==> config.mk <==
export PLATFORM = sky130hd
export DESIGN_NAME = iter_div_param
export DESIGN_NICKNAME = d
export VERILOG_FILES = /design/src/rtl/iter_div_param.sv
export SDC_FILE = /design/constraint.sdc
export NUM_CORES = 1
export LEC_CHECK = 0
export CORE_MARGIN = 5
export CORE_UTILIZATION = 55
export CTS_BUF_LIST = sky130_fd_sc_hd__clkbuf_4
export DETAILED_ROUTE_END_ITERATION = 8
export PLACE_DENSITY = 0.84
export SLEW_MARGIN = 20
export SYNTH_ARGS = -nofsm -noshare
export SYNTH_HDL_FRONTEND = slang
export SYNTH_SLANG_ARGS = --single-unit
==> constraint.sdc <==
create_clock -name clk -period 4.7 [get_ports clk]
set_input_delay 0.47 -clock clk [delete_from_list [all_inputs] [get_ports clk]]
set_output_delay 0.47 -clock clk [all_outputs]
set_load 0.005 [all_outputs]
m1.png
Supply wires on this layer in grey.
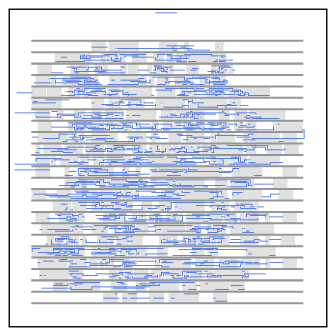
share of all routed wire = 47%
wire length on this layer = 2,470 um
nets with wire on the layer = 299
longest straight run = 23.9 um
met1 usage: 0.269
Total Wirelength: 5.21 mm
DR vias: 2,074

class_map.png
Scale bar: 20 um.
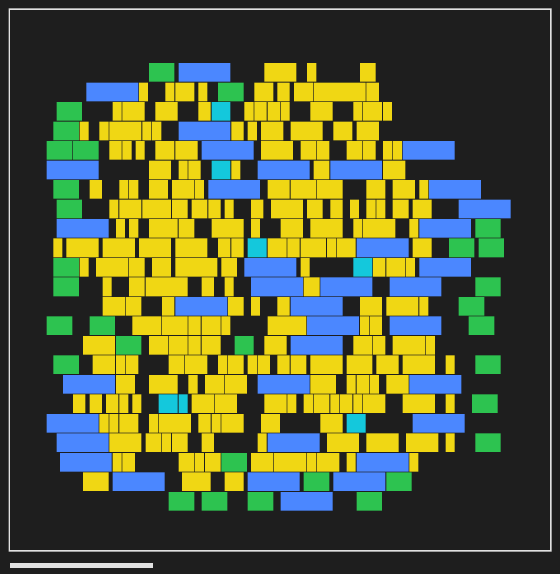
yellow -> remaining logic cells  # cells 225
green -> remaining buffers and delay cells  # cells 31
cyan -> clock drivers and dummy loads  # cells 7
blue -> registers  # cells 37
post-layout util: 0.664
Seq/total area: 0.275

==> impl_metrics.toml <==
# generated from flow reports
[synthesis]
synthMuxAreaShare = 0.0224
syn_inst = 275
yosys_cells = 275
synth-main-ff-cell = "dfxtp_1"

[timing]
layout_min_cycle_time_ns = 2.42
slew_violations = 0
finalSetupViolCount = 0
fmax_mhz = 412
whs_ns = 0.485
fin_setup_tns_ns = 0

[grt]
gr-total-overflow = 0
busiest_layer = "met2"
grt_pass1_wl_mm = 8.92

[layout]
layout_top_cell = "dfxtp_1"
drive_gt1_frac = 0.0900
nClkBuffers = 6
area_delta_synth_final_pct = 14.8
comb_cells = 201

[power]
clock_power_share = 0.126
p_sw_mw = 0.560
p_int_mw = 0.745

[cts]
post_cts_buffers = 0
htreeDepth = 2
cts_sinks = 37
clk_pin_slew_ns = 0.11

[floorplanning]
die_w_um = 75.3

[route]
postRouteAntennaNets = 0

[critical_path]
r2r_setup_slack_ns = 2.28
endpoint_kind = "register"
critical_path_required_ns = 4.92

[outcome]
outcome = "finished, final reports clean"
-- critical path, cell delays in order, from the launching register on --
cell	delay (ns)
dfxtp_1	0.42
ha_1	0.47
clkinv_1	0.39
nor3_1	0.72
a221oi_1	0.15
a21boi_0	0.16
-- through the flow --
step,instances,utilization,power (mW),cell area (um2),setup slack (ns)
finish,350,0.664,1.31,2700,2.28
global route,350,0.664,1.42,2700,2.12
CTS,350,0.664,1.31,2700,2.30
detailed placement,343,0.652,1.14,2650,2.07
global placement,343,0.651,1.12,2640,2.05
floorplan,275,-,0.966,2350,2.70
-- kinds of logic after synthesis --
family,count (synthesis)
fa+ha+maj,14
simple gates,95
compound gates,73
xor+xnor,14
mux,5
flops,37
buf+inv,37
Power and IR drop assume default switching activity.
